==> images/io_placement.png <==
Bar = 100 um. Pins as bars across the die edge, other pins in gray.
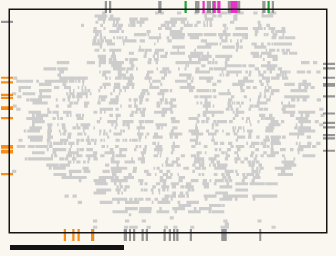
==> images/clocks.png <==
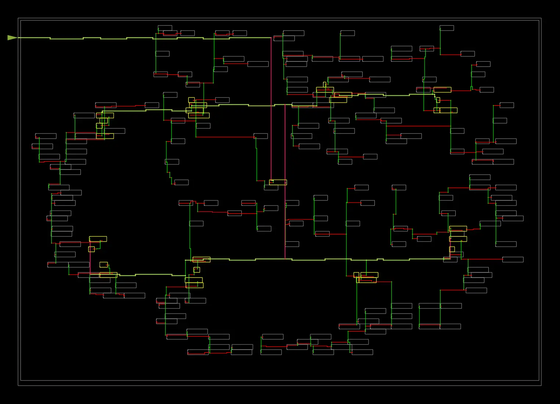
<file path="config.mk">
export PLATFORM = sky130hd
export DESIGN_NAME = intr_stim_gen_flat
export DESIGN_NICKNAME = d
export VERILOG_FILES = /design/src/rtl/intr_stim_pkg.sv /design/src/rtl/intr_stim_if.sv /design/src/rtl/intr_stim_chan.sv /design/src/rtl/intr_stim_gen.sv /design/src/flat_wrapper.sv
export SDC_FILE = /design/constraint.sdc
export NUM_CORES = 1
export LEC_CHECK = 0
export ABC_CLOCK_PERIOD_IN_PS = 10300
export CAP_MARGIN = 25
export CORE_ASPECT_RATIO = 0.7
export CORE_UTILIZATION = 23
export DETAILED_ROUTE_END_ITERATION = 12
export PLACE_DENSITY = 0.35
export RECOVER_POWER = 100
export SLEW_MARGIN = 20
export SYNTH_ARGS = -nofsm -noshare
export SYNTH_HDL_FRONTEND = slang
export SYNTH_SLANG_ARGS = --single-unit
</file>
<file path="constraint.sdc">
create_clock -name clk_i -period 10.3 [get_ports clk_i]
set_input_delay 1.545 -clock clk_i [delete_from_list [all_inputs] [get_ports clk_i]]
set_output_delay 1.545 -clock clk_i [all_outputs]
set_load 0.01 [all_outputs]
</file>
<file path="src/rtl/intr_stim_pkg.sv">
// intr_stim_pkg: shared types for the interrupt stimulus generator.
// Config fields are sized for the widest supported counters.
package intr_stim_pkg;

  localparam int unsigned CW_MAX = 32;
  localparam int unsigned RW_MAX = 16;
  localparam int unsigned JW     = 4;

  typedef enum logic {
    PULSE = 1'b0,
    LEVEL = 1'b1
  } mode_e;

  typedef enum logic [2:0] {
    IDLE,
    DELAY,
    ASSERT,
    WAIT_ACK,
    GAP
  } ch_state_e;

  typedef struct packed {
    mode_e             mode;
    logic [CW_MAX-1:0] dly;
    logic [CW_MAX-1:0] wid;
    logic [CW_MAX-1:0] gap;
    logic [RW_MAX-1:0] cnt;
  } ch_cfg_t;

  function automatic logic [15:0] lfsr_next(logic [15:0] s);
    return {s[14:0], s[15] ^ s[13] ^ s[12] ^ s[10]};
  endfunction

endpackage

</file>
<file path="src/rtl/intr_stim_if.sv">
// intr_stim_if: channel configuration write bus.
// The master drives a write; the slave answers with a reject pulse.
interface intr_stim_if #(
  parameter int unsigned NUM_CH = 2,
  parameter int unsigned CW     = 16,
  parameter int unsigned RW     = 8
);
  localparam int unsigned CHW = (NUM_CH > 1) ? $clog2(NUM_CH) : 1;

  logic           cfg_we_i;
  logic [CHW-1:0] cfg_ch_i;
  logic           cfg_mode_i;
  logic [CW-1:0]  cfg_dly_i;
  logic [CW-1:0]  cfg_wid_i;
  logic [CW-1:0]  cfg_gap_i;
  logic [RW-1:0]  cfg_cnt_i;
  logic           cfg_err_o;

  modport master (
    output cfg_we_i,
    output cfg_ch_i,
    output cfg_mode_i,
    output cfg_dly_i,
    output cfg_wid_i,
    output cfg_gap_i,
    output cfg_cnt_i,
    input  cfg_err_o
  );

  modport slave (
    input  cfg_we_i,
    input  cfg_ch_i,
    input  cfg_mode_i,
    input  cfg_dly_i,
    input  cfg_wid_i,
    input  cfg_gap_i,
    input  cfg_cnt_i,
    output cfg_err_o
  );

endinterface

</file>
<file path="src/rtl/intr_stim_chan.sv">
// intr_stim_chan: one interrupt channel sequencer.
// Walks delay, assertion, optional ack wait and gap phases.
module intr_stim_chan
  import intr_stim_pkg::*;
#(
  parameter int unsigned CW = 16,
  parameter int unsigned RW = 8
) (
  input  logic          clk_i,
  input  logic          rst_i,
  input  ch_cfg_t       cfg_i,
  input  logic [JW-1:0] jit_i,
  input  logic          start_i,
  input  logic          abort_i,
  input  logic          ack_i,
  output logic          intr_o,
  output logic          busy_o,
  output logic          done_o
);

  localparam int unsigned TW = CW + 1;

  ch_state_e     state_q;
  logic [TW-1:0] tmr_q;
  logic [RW-1:0] rep_q;
  logic          intr_q;
  logic          done_q;

  logic [CW-1:0] dly;
  logic [CW-1:0] wid;
  logic [CW-1:0] gap;
  logic [RW-1:0] cnt;
  logic          lvl;
  logic [TW-1:0] wid_ld;
  logic [TW-1:0] gap_len;
  logic          fin;

  ch_state_e     end_state_d;
  logic [TW-1:0] end_tmr_d;
  logic [RW-1:0] end_rep_d;
  logic          end_intr_d;
  logic          end_done_d;

  assign dly = cfg_i.dly[CW-1:0];
  assign wid = cfg_i.wid[CW-1:0];
  assign gap = cfg_i.gap[CW-1:0];
  assign cnt = cfg_i.cnt[RW-1:0];
  assign lvl = (cfg_i.mode == LEVEL);

  if (CW < CW_MAX) begin : g_cw_hi
    logic unused_cw_hi;
    assign unused_cw_hi = ^{cfg_i.dly[CW_MAX-1:CW],
                            cfg_i.wid[CW_MAX-1:CW],
                            cfg_i.gap[CW_MAX-1:CW]};
  end

  if (RW < RW_MAX) begin : g_rw_hi
    logic unused_rw_hi;
    assign unused_rw_hi = ^cfg_i.cnt[RW_MAX-1:RW];
  end

  // Width 0 behaves as 1; timer holds cycles left minus one.
  assign wid_ld  = (wid == '0) ? '0 : TW'(wid) - TW'(1);
  assign gap_len = TW'(gap) + TW'(jit_i);

  // An assertion ends on its width timer or on acknowledge.
  assign fin = ((state_q == ASSERT) &&
                (lvl ? ack_i : (tmr_q == '0))) ||
               ((state_q == WAIT_ACK) && ack_i);

  // Next phase once an assertion ends; last one skips the gap.
  always_comb begin
    end_done_d  = (rep_q == RW'(1));
    end_rep_d   = (rep_q != '0) ? rep_q - RW'(1) : rep_q;
    end_state_d = GAP;
    end_intr_d  = 1'b0;
    end_tmr_d   = gap_len - TW'(1);
    if (end_done_d) begin
      end_state_d = IDLE;
      end_tmr_d   = '0;
    end else if (gap_len == '0) begin
      end_state_d = ASSERT;
      end_intr_d  = 1'b1;
      end_tmr_d   = wid_ld;
    end
  end

  // Channel FSM with registered interrupt and done outputs.
  always_ff @(posedge clk_i) begin
    if (!rst_i) begin
      state_q <= IDLE;
      tmr_q   <= '0;
      rep_q   <= '0;
      intr_q  <= 1'b0;
      done_q  <= 1'b0;
    end else begin
      done_q <= 1'b0;
      if (abort_i) begin
        state_q <= IDLE;
        intr_q  <= 1'b0;
      end else if (fin) begin
        state_q <= end_state_d;
        intr_q  <= end_intr_d;
        tmr_q   <= end_tmr_d;
        rep_q   <= end_rep_d;
        done_q  <= end_done_d;
      end else begin
        unique case (state_q)
          IDLE: begin
            if (start_i) begin
              state_q <= DELAY;
              tmr_q   <= TW'(dly);
              rep_q   <= cnt;
            end
          end
          DELAY, GAP: begin
            if (tmr_q == '0) begin
              state_q <= ASSERT;
              intr_q  <= 1'b1;
              tmr_q   <= wid_ld;
            end else begin
              tmr_q <= tmr_q - TW'(1);
            end
          end
          ASSERT: begin
            if (lvl) state_q <= WAIT_ACK;
            else tmr_q <= tmr_q - TW'(1);
          end
          WAIT_ACK: state_q <= WAIT_ACK;
          default: begin
            state_q <= IDLE;
            intr_q  <= 1'b0;
          end
        endcase
      end
    end
  end

  assign intr_o = intr_q;
  assign busy_o = (state_q != IDLE);
  assign done_o = done_q;

endmodule

</file>
<file path="src/rtl/intr_stim_gen.sv">
// intr_stim_gen: multi-channel programmable interrupt stimulus.
// Define INTR_STIM_JITTER_EN to add LFSR jitter to gap lengths.
module intr_stim_gen
  import intr_stim_pkg::*;
#(
  parameter int unsigned NUM_CH    = 2,
  parameter int unsigned CW        = 16,
  parameter int unsigned RW        = 8,
  parameter logic [15:0] LFSR_SEED = 16'hACE1
) (
  input  logic              clk_i,
  input  logic              rst_i,
  intr_stim_if.slave        cfg,
  input  logic [NUM_CH-1:0] start_i,
  input  logic [NUM_CH-1:0] abort_i,
  input  logic [NUM_CH-1:0] ack_i,
  output logic [NUM_CH-1:0] intr_o,
  output logic [NUM_CH-1:0] busy_o,
  output logic [NUM_CH-1:0] done_o
);

  ch_cfg_t           wr_cfg;
  ch_cfg_t           cfg_q   [NUM_CH];
  ch_cfg_t           eff_cfg [NUM_CH];
  logic [NUM_CH-1:0] wr_ok;
  logic              err_d;
  logic              err_q;
  logic [JW-1:0]     jit;

  // Widen the bus fields into the shared config record.
  always_comb begin
    wr_cfg      = '0;
    wr_cfg.mode = mode_e'(cfg.cfg_mode_i);
    wr_cfg.dly  = CW_MAX'(cfg.cfg_dly_i);
    wr_cfg.wid  = CW_MAX'(cfg.cfg_wid_i);
    wr_cfg.gap  = CW_MAX'(cfg.cfg_gap_i);
    wr_cfg.cnt  = RW_MAX'(cfg.cfg_cnt_i);
  end

  // Accept writes to idle or starting channels; the new
  // values bypass to the channel so a same-cycle start uses them.
  always_comb begin
    err_d = 1'b0;
    for (int c = 0; c < NUM_CH; c++) begin
      wr_ok[c]   = 1'b0;
      eff_cfg[c] = cfg_q[c];
      if (cfg.cfg_we_i && (int'(cfg.cfg_ch_i) == c)) begin
        if (!busy_o[c] || start_i[c]) begin
          wr_ok[c]   = 1'b1;
          eff_cfg[c] = wr_cfg;
        end else begin
          err_d = 1'b1;
        end
      end
    end
  end

  // Config registers and the reject pulse.
  always_ff @(posedge clk_i) begin
    if (!rst_i) begin
      for (int c = 0; c < NUM_CH; c++) cfg_q[c] <= '0;
      err_q <= 1'b0;
    end else begin
      for (int c = 0; c < NUM_CH; c++) begin
        if (wr_ok[c]) cfg_q[c] <= wr_cfg;
      end
      err_q <= err_d;
    end
  end

  assign cfg.cfg_err_o = err_q;

`ifdef INTR_STIM_JITTER_EN
  logic [15:0] lfsr_q;

  // Free-running jitter source, restarted from the seed on reset.
  always_ff @(posedge clk_i) begin
    if (!rst_i) lfsr_q <= LFSR_SEED;
    else lfsr_q <= lfsr_next(lfsr_q);
  end

  assign jit = lfsr_q[JW-1:0];
`else
  logic unused_seed;
  assign unused_seed = ^LFSR_SEED;
  assign jit = '0;
`endif

  for (genvar c = 0; c < NUM_CH; c++) begin : g_ch
    intr_stim_chan #(
      .CW (CW),
      .RW (RW)
    ) u_chan (
      .clk_i   (clk_i),
      .rst_i   (rst_i),
      .cfg_i   (eff_cfg[c]),
      .jit_i   (jit),
      .start_i (start_i[c]),
      .abort_i (abort_i[c]),
      .ack_i   (ack_i[c]),
      .intr_o  (intr_o[c]),
      .busy_o  (busy_o[c]),
      .done_o  (done_o[c])
    );
  end

endmodule

</file>
<file path="src/flat_wrapper.sv">
// flat-port wrapper written by rule: the top's interface ports become plain ports
module intr_stim_gen_flat import intr_stim_pkg::*;
#(
  parameter int unsigned NUM_CH    = 2,
  parameter int unsigned CW        = 16,
  parameter int unsigned RW        = 8,
  parameter logic [15:0] LFSR_SEED = 16'hACE1
)
  (clk_i, rst_i, start_i, abort_i, ack_i, intr_o, busy_o, done_o, cfg_cfg_we_i, cfg_cfg_ch_i, cfg_cfg_mode_i, cfg_cfg_dly_i, cfg_cfg_wid_i, cfg_cfg_gap_i, cfg_cfg_cnt_i, cfg_cfg_err_o);
  intr_stim_if #(.NUM_CH(NUM_CH), .CW(CW), .RW(RW)) cfg_i ();
  input  logic clk_i;
  input  logic rst_i;
  input  logic [NUM_CH-1:0] start_i;
  input  logic [NUM_CH-1:0] abort_i;
  input  logic [NUM_CH-1:0] ack_i;
  output logic [NUM_CH-1:0] intr_o;
  output logic [NUM_CH-1:0] busy_o;
  output logic [NUM_CH-1:0] done_o;
  input wire logic [$bits(cfg_i.cfg_we_i)-1:0] cfg_cfg_we_i;
  input wire logic [$bits(cfg_i.cfg_ch_i)-1:0] cfg_cfg_ch_i;
  input wire logic [$bits(cfg_i.cfg_mode_i)-1:0] cfg_cfg_mode_i;
  input wire logic [$bits(cfg_i.cfg_dly_i)-1:0] cfg_cfg_dly_i;
  input wire logic [$bits(cfg_i.cfg_wid_i)-1:0] cfg_cfg_wid_i;
  input wire logic [$bits(cfg_i.cfg_gap_i)-1:0] cfg_cfg_gap_i;
  input wire logic [$bits(cfg_i.cfg_cnt_i)-1:0] cfg_cfg_cnt_i;
  output wire logic [$bits(cfg_i.cfg_err_o)-1:0] cfg_cfg_err_o;
  assign cfg_i.cfg_we_i = cfg_cfg_we_i;
  assign cfg_i.cfg_ch_i = cfg_cfg_ch_i;
  assign cfg_i.cfg_mode_i = cfg_cfg_mode_i;
  assign cfg_i.cfg_dly_i = cfg_cfg_dly_i;
  assign cfg_i.cfg_wid_i = cfg_cfg_wid_i;
  assign cfg_i.cfg_gap_i = cfg_cfg_gap_i;
  assign cfg_i.cfg_cnt_i = cfg_cfg_cnt_i;
  assign cfg_cfg_err_o = cfg_i.cfg_err_o;
  intr_stim_gen #(.NUM_CH(NUM_CH), .CW(CW), .RW(RW), .LFSR_SEED(LFSR_SEED)) u_core (.clk_i(clk_i), .rst_i(rst_i), .cfg(cfg_i), .start_i(start_i), .abort_i(abort_i), .ack_i(ack_i), .intr_o(intr_o), .busy_o(busy_o), .done_o(done_o));
endmodule
</file>
==> summary.rpt <==
=== SYNTHESIS / PLACE & ROUTE SUMMARY ===
----------------------------------------------------
[Synth]
  Post-synth tally of flip-flops with integrated enable ........................ 114
  Post-synthesis instance total ........................ between 1,000 and 1,500
  Multiplexer area fraction after synthesis ........................ under 10%
  Post-Synth Simple-Gate Area ........................ around a quarter
  Cell variety after synth ........................ 89
  Xor and xnor fraction of the mapped netlist area ........................ 6.13%
  #FFs+latches synth ........................ between 150 and 200
  Synthesized netlist net count ........................ 1,451
  Adder and majority cell fraction of the synthesized area ........................ 1.24%
  Yosys cell count ........................ 1,372
  Synth Area in Compound Gates ........................ a little under a fifth
  Syn. warnings ........................ 0
  Sequential element share of the synthesized area ........................ 38.2%
  Portion of synthesized cell area occupied by the leading cell type ........................ between 20 and 30%
  Dominant combinational cell family by area after synthesis ........................ simple AND/OR/NAND/NOR gates
  Top cells by area, synth ........................ edfxtp_1 (28%), dfxtp_1 (10%), mux2i_1 (5.4%)
  Post-synth ARST share ........................ 0%
  Leading cell types by count after synthesis ........................ nand2_1 (150), edfxtp_1 (114), nor2_1 (100), o21ai_0 (73), a21oi_1 (72)
  Most frequent cell after synthesis ........................ nand2_1
  Cell area after synthesis ........................ between 0.01 and 0.015 mm^2
  Top cell type by total area after synthesis ........................ edfxtp_1
  Mapped Avg Cell Area ........................ 8.86 um^2
  Main flop type ........................ edfxtp_1
  Yosys Chip Area ........................ approximately 0.012 mm^2

[STA]
  Total negative setup slack ........................ 0 ps
  Setup violations, final ........................ 0
  Min Tclk post-route ........................ between 7000 and 8000 ps
  Final number of hold-violating endpoints ........................ 0
  Final WS setup ........................ 2660 ps
  Worst-case headroom to the max-slew limit ........................ -121%
  Unrepaired setup endpoints after global routing ........................ no
  Slew Viols, Final ........................ around 190
  Transition time at the pin with the least slew margin ........................ approximately 3300 ps
  Maximum clock frequency ........................ 0.131 GHz
  Period utilization ........................ about three quarters

[Global route]
  Overall Global Routing Usage ........................ between 10% and 20%
  Largest net degree at the start of global routing ........................ around 55
  Number of antenna violations at the first check in global routing ........................ 1
  Vias in the first global route ........................ 10,600
  Wire length of the first global-routing pass ........................ between 70 and 80 mm
  Overall overflow remaining after global route ........................ 0

[Status]
  Violations in the final reports ........................ capacitance limit, slew limit
  Outcome ........................ finished with violations

[Flow run]
  Max Cap Viol ........................ 5
  Number of warnings in the stage logs ........................ 30

[Routing]
  Routed WL per cell ........................ roughly 25 um
  Remaining DRCs ........................ 0
  Via-per-instance ratio ........................ roughly 5.3
  Iteration tally of the first detailed-router pass ........................ 5
  DRC violation total after the first TritonRoute iteration ........................ 1,121
  Routed WL ........................ 51.4 mm
  Via total after detailed routing ........................ between 10,000 and 15,000
  Final antenna-violating net count ........................ 0

[Min path]
  Hold Path Class ........................ register to register

[Placement]
  Worst slack at placement ........................ 4060 ps
  Final estimated routing congestion in global placement ........................ between 0.8 and 0.9
  HPWL after DPL ........................ 38.2 mm
  Placed cell areas ........................ about 0.014 mm^2

[Critical path]
  Critical path endpoint category ........................ register
  Crit path kind ........................ input pin to register
  Data arrival time of the critical path ........................ a little under 8000 ps
  Worst Path Required ........................ 10,440 ps
  Crit path max fanout ........................ 49
  Critical path cell sequence ........................ dlygate4sd3_1 -> inv_1 -> a21o_1 -> clkbuf_1 -> nand2_1 -> buf_4
  Worst Setup Start Kind ........................ input pin
  Number of buffer and inverter instances along the worst setup path ........................ 4
  Family with the most delay on the worst path ........................ buffers and inverters
  Slowest stage delay, CP ........................ 2030 ps
  Critical-path top delay cell ........................ clkbuf_1

[Clock network]
  H-tree depth reported by CTS ........................ 4
  Max Buffers Root-to-Sink ........................ 2
  Total of hold buffers inserted after clock tree synthesis ........................ 0
  Clock tree from TritonCTS ........................ yes
  Clock tree root buffer cell ........................ clkbuf_16
  Clock buffer count from CTS ........................ 17
  Clock input transition at the sequential cells of the worst setup and hold paths ........................ 70 ps
  Number of buffers inserted to repair setup after CTS ........................ 0
  Later-pin clock latency in the skew report ........................ 470 ps
  Number of cells upsized or downsized after cts ........................ 0

[Power]
  Gate power share ........................ 26.2%
  Leakage power ........................ 4.85 nW
  Switching power share of the total ........................ 35.0%
  Clock group share of total power ........................ between 30 and 40%
  Power spent charging and discharging nets ........................ 0.000741 W
  Power density over the cells ........................ 150 mW/mm^2
  Worst vdd rail ir drop ........................ 0.104 mV
  Share of power burned in registers ........................ 40.9%
  Overall power consumption ........................ 0.00212 W
  Cell internal pwr ........................ 0.00138 W

[Layout]
  Area grow syn2layout ........................ 16.0%
  Footprint of the flip-flops and latches ........................ 0.00464 mm^2
  Combined area of the multi-input logic cells ........................ 0.00707 mm^2
  Highest-count logic cell in the final layout ........................ nand2_1
  Top cells excl fill/tap ........................ nand2_1 (150), edfxtp_1 (114), nor2_1 (100)
  Layout Cell Area excl Fill ........................ 0.0141 mm^2
  Fillers ........................ 5,624
  Ratio of cells with drive above 1 in the final layout ........................ 6.33%
  Final #Nets ........................ approximately 1,500

[Floorplan]
  Number of top-level pins ........................ approximately 74
  Core area ........................ 0.0522 mm^2
  X dimension of the die ........................ 277 um
  Row cnt ........................ 70
  Area of the chip ........................ about 0.054 mm^2
  Floorplan core density ........................ approximately a quarter

----------------------------------------------------
About io_placement.png:
[`cfg_cfg_gap_i`] orange | pins: 16 | direction: input | edge: 12 left, 4 bottom
[`start_i`] green | pins: 2 | direction: input | edge: top
[`cfg_cfg_cnt_i`] magenta | pins: 8 | direction: input | edge: top
die boundary height: 194 um
Port-buffer cells: 73

About clocks.png:
Layout clock buffers: 21
sequential cell count: 175
clock tree sinks: 175
worst setup skew after layout: 15.8 ps

## metrics by stage
step | util (%) | hold slack, ps | instances
2_1_floorplan | - | 460 | 1372
4_1_cts | 27.1 | 514 | 2090
5_1_grt | 27.0 | 544 | 2090
6_report | 27.0 | 511 | 2091
3_5_place_dp | 26.0 | 505 | 2058
3_3_place_gp | 26.0 | 500 | 2058
## state kept, by name, indices dropped and copies added, names as in the netlist
| register | cells |
|---|---|
| u_core.cfg.cfg_err_o | 1 |
| u_core.cfg_q | 114 |
| u_core.g_ch.u_chan.done_o | 2 |
| u_core.g_ch.u_chan.intr_o | 2 |
| u_core.g_ch.u_chan.rep_q | 16 |
| u_core.g_ch.u_chan.state_q | 6 |
| u_core.g_ch.u_chan.tmr_q | 34 |
## path summary, 6_finish.rpt
| check | from | end | slack [ps] | cells past startpoint |
|---|---|---|---|---|
| worst max-delay path | start_i[1] | u_core.cfg_q[0][79]$_DFFE_PP_ | 2660 | 6 |
| worst min-delay path | u_core.g_ch[1].u_chan.rep_q[7]$_SDFFE_PN0P_ | u_core.g_ch[1].u_chan.rep_q[7]$_SDFFE_PN0P_ | 510 | 2 |
| worst max register to register | u_core.g_ch[1].u_chan.state_q[0]$_SDFFE_PP0P_ | u_core.cfg_q[0][79]$_DFFE_PP_ | 3410 | 6 |
| worst min register to register | u_core.g_ch[1].u_chan.rep_q[7]$_SDFFE_PN0P_ | u_core.g_ch[1].u_chan.rep_q[7]$_SDFFE_PN0P_ | 510 | 2 |
## layer usage
metal  vias up  global-route usage [%]  part of all wire, %
met5         -                       0                    0
met3        21                    5.07                  7.3
met1      5536                    29.2                   52
met4         0                    2.78                 0.71
li1       5208                       -                    -
met2       334                    26.7                   40
## worst reg2reg max path, delay by kind of cell, from the launching register on
kind | cells | cell delay, ps
buffers and inverters | 3 | 2980
AND-OR/OR-AND | 1 | 1130
AND/OR/NAND/NOR | 2 | 1700
flip-flops | 1 | 720
## power groups by stage
stage          Clock [W]  Combinational, W  Sequential, W
3_3_place_gp           0          0.000560       0.000881
6_report        0.000695          0.000554       0.000866
2_1_floorplan          0          0.000348       0.000856
3_5_place_dp           0          0.000553       0.000880
4_1_cts         0.000709          0.000556       0.000865
5_1_grt         0.000735          0.000604       0.000873
## cell type report
type | instances | area share, %
Clock buffer | 21 | 3.43
Clock inverter | 11 | 0.825
Sequential cell | 175 | 32.9
Antenna cell | 1 | 0.0178
Timing Repair Buffer | 91 | 6.03
Multi-Input combinational cell | 1088 | 50.2
Inverter | 20 | 0.533
Tap cell | 684 | 6.07
## kinds of logic after synthesis
kind of cell	after synthesis
multiplexers	81
XOR/XNOR	85
buffers and inverters	109
AND-OR/OR-AND	336
adder cells (fa/ha/maj)	12
flip-flops	175
AND/OR/NAND/NOR	574
Power is estimated from default activity; no workload was simulated.
